**src/rtl/ca_generation_engine.sv**
```systemverilog
// ca_generation_engine: sweeps the source bank once per start and writes the next outer-totalistic CA generation into the other bank
module ca_generation_engine #(
    parameter int WORD_W        = 20,
    parameter int WORDS_PER_ROW = 64,
    parameter int ROWS          = 1024,
    parameter int ADDR_W        = 16
) (
    input  logic              clk,
    input  logic              reset,
    input  logic              start,
    input  logic [8:0]        birth_mask,
    input  logic [8:0]        survive_mask,
    input  logic              wrap,
    output logic              busy,
    output logic              done,
    output logic              src_bank,
    output logic [15:0]       gen_count,
    output logic [ADDR_W-1:0] rd_addr,
    output logic              rd_en,
    input  logic [WORD_W-1:0] rd_q,
    output logic [ADDR_W-1:0] wr_addr,
    output logic [WORD_W-1:0] wr_data,
    output logic              wr_en
);
    localparam int RW = $clog2(ROWS);
    localparam int SW = $clog2(WORDS_PER_ROW + 2);
    localparam logic [RW-1:0] R_LAST = RW'(ROWS - 1);
    localparam logic [SW-1:0] S_LAST = SW'(WORDS_PER_ROW + 1);
    localparam logic [ADDR_W-1:0] WPR_A = ADDR_W'(WORDS_PER_ROW);

    typedef enum logic [1:0] {IDLE, SWEEP, DRAIN, DONE} state_t;
    state_t state, state_nx;

    logic [RW-1:0] row, row_d, frow;
    logic [SW-1:0] slot, slot_d, fcol;
    logic [1:0] ph, ph_d;
    logic vld_d, inj_d, drain_q, wrap_q, row_edge, col_edge, inject, last, emit;
    logic [8:0] birth_q, surv_q;
    logic [3*WORD_W-1:0] win [3];
    logic [3*WORD_W-1:0] top, mid, bot;
    logic [WORD_W-1:0] word, nxt;

    always_comb begin
        state_nx = state;
        case (state)
            IDLE:    if (start) state_nx = SWEEP;
            SWEEP:   if (last) state_nx = DRAIN;
            DRAIN:   if (drain_q) state_nx = DONE;
            default: state_nx = IDLE;
        endcase
    end

    // phase 0/1/2 fetches rows r-1/r/r+1 at column slot-1; out-of-grid words wrap or read as zero
    always_comb begin
        busy = state != IDLE;
        done = state == DONE;
        row_edge = (ph == 2'd0 && row == '0) || (ph == 2'd2 && row == R_LAST);
        col_edge = slot == '0 || slot == S_LAST;
        frow = ph == 2'd0 ? (row == '0 ? R_LAST : row - 1'b1) :
               ph == 2'd1 ? row : (row == R_LAST ? '0 : row + 1'b1);
        fcol = slot == '0 ? SW'(WORDS_PER_ROW - 1) : slot == S_LAST ? '0 : slot - 1'b1;
        inject = (row_edge || col_edge) && !wrap_q;
        last = row == R_LAST && slot == S_LAST && ph == 2'd2;
        rd_en = state == SWEEP && !inject;
        rd_addr = rd_en ? ADDR_W'(frow) * WPR_A + ADDR_W'(fcol) : '0;
        word = inj_d ? '0 : rd_q;
        emit = vld_d && ph_d == 2'd2 && slot_d >= SW'(2);
        top = win[0];
        mid = win[1];
        bot = {win[2][2*WORD_W-1:0], word};
    end

    // bottom row is taken straight from the arriving word so the write issues one cycle after the last fetch returns
    for (genvar i = 0; i < WORD_W; i++) begin : g_cell
        logic [3:0] n;
        assign n = 4'(top[WORD_W+i+1]) + 4'(top[WORD_W+i]) + 4'(top[WORD_W+i-1]) +
                   4'(mid[WORD_W+i+1]) + 4'(mid[WORD_W+i-1]) +
                   4'(bot[WORD_W+i+1]) + 4'(bot[WORD_W+i]) + 4'(bot[WORD_W+i-1]);
        assign nxt[i] = mid[WORD_W+i] ? surv_q[n] : birth_q[n];
    end

    always_ff @(posedge clk or posedge reset) begin
        if (reset) begin
            state <= IDLE;
            row <= '0;
            slot <= '0;
            ph <= '0;
            drain_q <= 1'b0;
            wrap_q <= 1'b0;
            birth_q <= '0;
            surv_q <= '0;
            src_bank <= 1'b0;
            gen_count <= '0;
            vld_d <= 1'b0;
            inj_d <= 1'b0;
            ph_d <= '0;
            slot_d <= '0;
            row_d <= '0;
            win <= '{default: '0};
            wr_en <= 1'b0;
            wr_addr <= '0;
            wr_data <= '0;
        end else begin
            state <= state_nx;
            if (state == IDLE && start) begin
                wrap_q <= wrap;
                birth_q <= birth_mask;
                surv_q <= survive_mask;
                row <= '0;
                slot <= '0;
                ph <= '0;
            end
            if (state == SWEEP) begin
                ph <= ph == 2'd2 ? 2'd0 : ph + 1'b1;
                if (ph == 2'd2) begin
                    slot <= slot == S_LAST ? '0 : slot + 1'b1;
                    if (slot == S_LAST) row <= row == R_LAST ? '0 : row + 1'b1;
                end
            end
            drain_q <= state == DRAIN && !drain_q;
            if (state == DRAIN && drain_q) begin
                src_bank <= ~src_bank;
                gen_count <= gen_count + 1'b1;
            end
            vld_d <= state == SWEEP;
            inj_d <= inject;
            ph_d <= ph;
            slot_d <= slot;
            row_d <= row;
            if (vld_d) win[ph_d] <= {win[ph_d][2*WORD_W-1:0], word};
            wr_en <= emit;
            if (emit) begin
                wr_addr <= ADDR_W'(row_d) * WPR_A + ADDR_W'(slot_d - SW'(2));
                wr_data <= nxt;
            end
        end
    end
endmodule

```
**config.mk**
```make
export PLATFORM = sky130hd
export DESIGN_NAME = ca_generation_engine
export DESIGN_NICKNAME = d
export VERILOG_FILES = /design/src/rtl/ca_generation_engine.sv
export SDC_FILE = /design/constraint.sdc
export NUM_CORES = 1
export LEC_CHECK = 0
export CELL_PAD_IN_SITES_DETAIL_PLACEMENT = 1
export CELL_PAD_IN_SITES_GLOBAL_PLACEMENT = 2
export CORE_AREA = 2 2 199 240
export CTS_CLUSTER_SIZE = 12
export DETAILED_ROUTE_END_ITERATION = 10
export DIE_AREA = 0 0 201 242
export GPL_ROUTABILITY_DRIVEN = 0
export GPL_TIMING_DRIVEN = 0
export HOLD_SLACK_MARGIN = 0.02
export PLACE_DENSITY = 0.71
export SLEW_MARGIN = 30
export SYNTH_ARGS = -nofsm -noshare
export SYNTH_HDL_FRONTEND = slang
export SYNTH_SLANG_ARGS = --single-unit
export TNS_END_PERCENT = 100
```
**constraint.sdc**
```tcl
create_clock -name clk -period 10.7 [get_ports clk]
set_input_delay 2.675 -clock clk [delete_from_list [all_inputs] [get_ports clk]]
set_output_delay 2.675 -clock clk [all_outputs]
set_load 0.02 [all_outputs]
```
Run 1, cells by drive strength:
Scale bar: 50 microns.
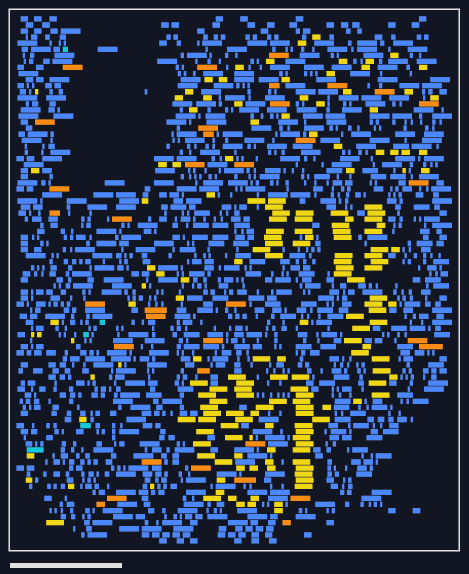
size	color	cells	share
x3 and x4	cyan	5	0.30%
x2	yellow	175	10%
x6 and larger	orange	35	2.1%
x1 and smaller	blue	1468	87%

Run 1, metal 4:
Scale bar: 50 microns.
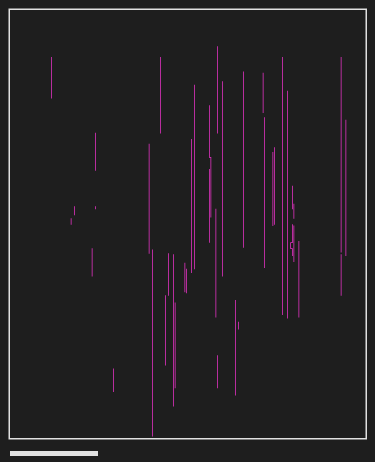
longest straight run	146 microns
share of all routed wire	3.9%

Run 1, ports around the boundary:
Pins as bars across the die edge, other pins in gray.
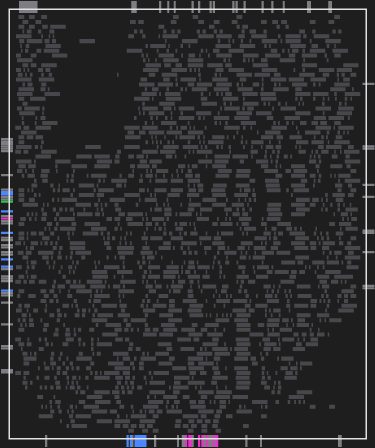
port	color	pins	direction	edge
start	green	1	input	left
survive_mask	magenta	9	input	8 bottom, 1 left
wr_addr	blue	16	output	9 bottom, 7 left
all pins by edge	40 left, 34 bottom, 31 top, 10 right

==> flow_metrics.env, run 1 <==
# physical design summary
export IMPL_outcome="complete, no violations"
export IMPL_timing_rr_end="wr_data[13]"
export IMPL_yosys_stat_cells=1523
export IMPL_comb_cell_share_pct=50.7
export IMPL_cts_tree="built"
export IMPL_final_cell_mix="219 x dfrtp_1, 160 x nand2_1, 156 x inv_1"
export IMPL_area_delta_synth_final_pct=17.4
export IMPL_worstHoldEndpoint="row_d[6]"
export IMPL_slowest_delay_ns=0.62
export IMPL_clock_area_share_pct=4.25
export IMPL_track_usage_pct=21.1
export IMPL_fillers=5247
export IMPL_grt_pass1_wl_mm=79.1
export IMPL_ctsHoldBuffers=0
export IMPL_netlist_area_sq_um=16000
export IMPL_xor_share_pct=2.52
export IMPL_finalSetupTns_ns=0
export IMPL_setup_violations_final=0
export IMPL_max_cap_viol_count=0
export IMPL_ys_seq_elements=219
export IMPL_die_y_microns=242
export IMPL_placement_io_buffers=114
export IMPL_dp_slack_ns=3.63
export IMPL_use_met1_pct=23.7
export IMPL_yosys_most_used_dff="dfrtp_1"
export IMPL_tool_warnings=32
export IMPL_cts_sinks=219
export IMPL_hpwl_mm=38.9
export IMPL_clkLatencyLatePin_ns=0.56
export IMPL_path_cells="buf_2 > inv_1 > ha_1 > or4b_4 > nor3_1 > o21ai_0 > a221oi_1 > ha_1 > o2111ai_1 > a21oi_1 > o211ai_1 > nor4_4 > nand3_1 > a21oi_1 > clkdlybuf4s50_1"
export IMPL_post_cts_buffers=0
export IMPL_clk_pin_slew_ns=0.06
export IMPL_yosys_stat_area_sq_um=16000
export IMPL_design_area_sq_um=18800
export IMPL_overflow=0
export IMPL_n_all_inverters=158
export IMPL_fin_crit_sh_pct=70.9
## Run 2: what changed since run 1
==> constraint.sdc (replaced) <==
create_clock -name clk -period 7.3 [get_ports clk]
set_input_delay 1.825 -clock clk [delete_from_list [all_inputs] [get_ports clk]]
set_output_delay 1.825 -clock clk [all_outputs]
set_load 0.02 [all_outputs]
Run 2, ports around the boundary:
Pins as bars across the die edge, other pins in gray.
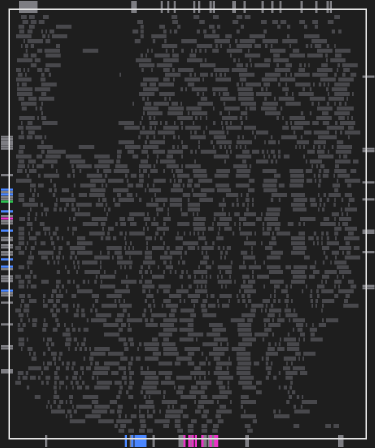
port	color	pins	direction	edge
wr_addr	blue	16	output	9 bottom, 7 left
start	green	1	input	left
survive_mask	magenta	9	input	8 bottom, 1 left
all pins by edge	40 left, 34 bottom, 31 top, 10 right

==> flow_metrics.env, run 2 <==
# physical design summary
export IMPL_final_cell_mix="219 x dfrtp_1, 160 x nand2_1, 156 x inv_1"
export IMPL_yosys_most_used_dff="dfrtp_1"
export IMPL_setup_violations_final=0
export IMPL_cts_tree="built"
export IMPL_area_delta_synth_final_pct=19.3
export IMPL_yosys_stat_cells=1523
export IMPL_worstHoldEndpoint="row_d[6]"
export IMPL_hpwl_mm=39.6
export IMPL_ctsHoldBuffers=0
export IMPL_cts_sinks=219
export IMPL_max_cap_viol_count=0
export IMPL_n_all_inverters=158
export IMPL_fin_crit_sh_pct=92.1
export IMPL_clock_area_share_pct=4.84
export IMPL_tool_warnings=32
export IMPL_fillers=5181
export IMPL_track_usage_pct=21.2
export IMPL_clk_pin_slew_ns=0.06
export IMPL_timing_rr_end="wr_data[8]"
export IMPL_overflow=0
export IMPL_outcome="complete, no violations"
export IMPL_grt_pass1_wl_mm=79.1
export IMPL_use_met1_pct=23.3
export IMPL_post_cts_buffers=0
export IMPL_design_area_sq_um=19100
export IMPL_xor_share_pct=2.52
export IMPL_finalSetupTns_ns=0
export IMPL_clkLatencyLatePin_ns=0.58
export IMPL_path_cells="buf_2 > inv_1 > ha_1 > or4b_4 > nor3_1 > o21ai_0 > a221oi_1 > ha_1 > o2111ai_1 > a21oi_1 > o211ai_1 > nor4_4 > nand3_1 > a21oi_1 > clkdlybuf4s50_1"
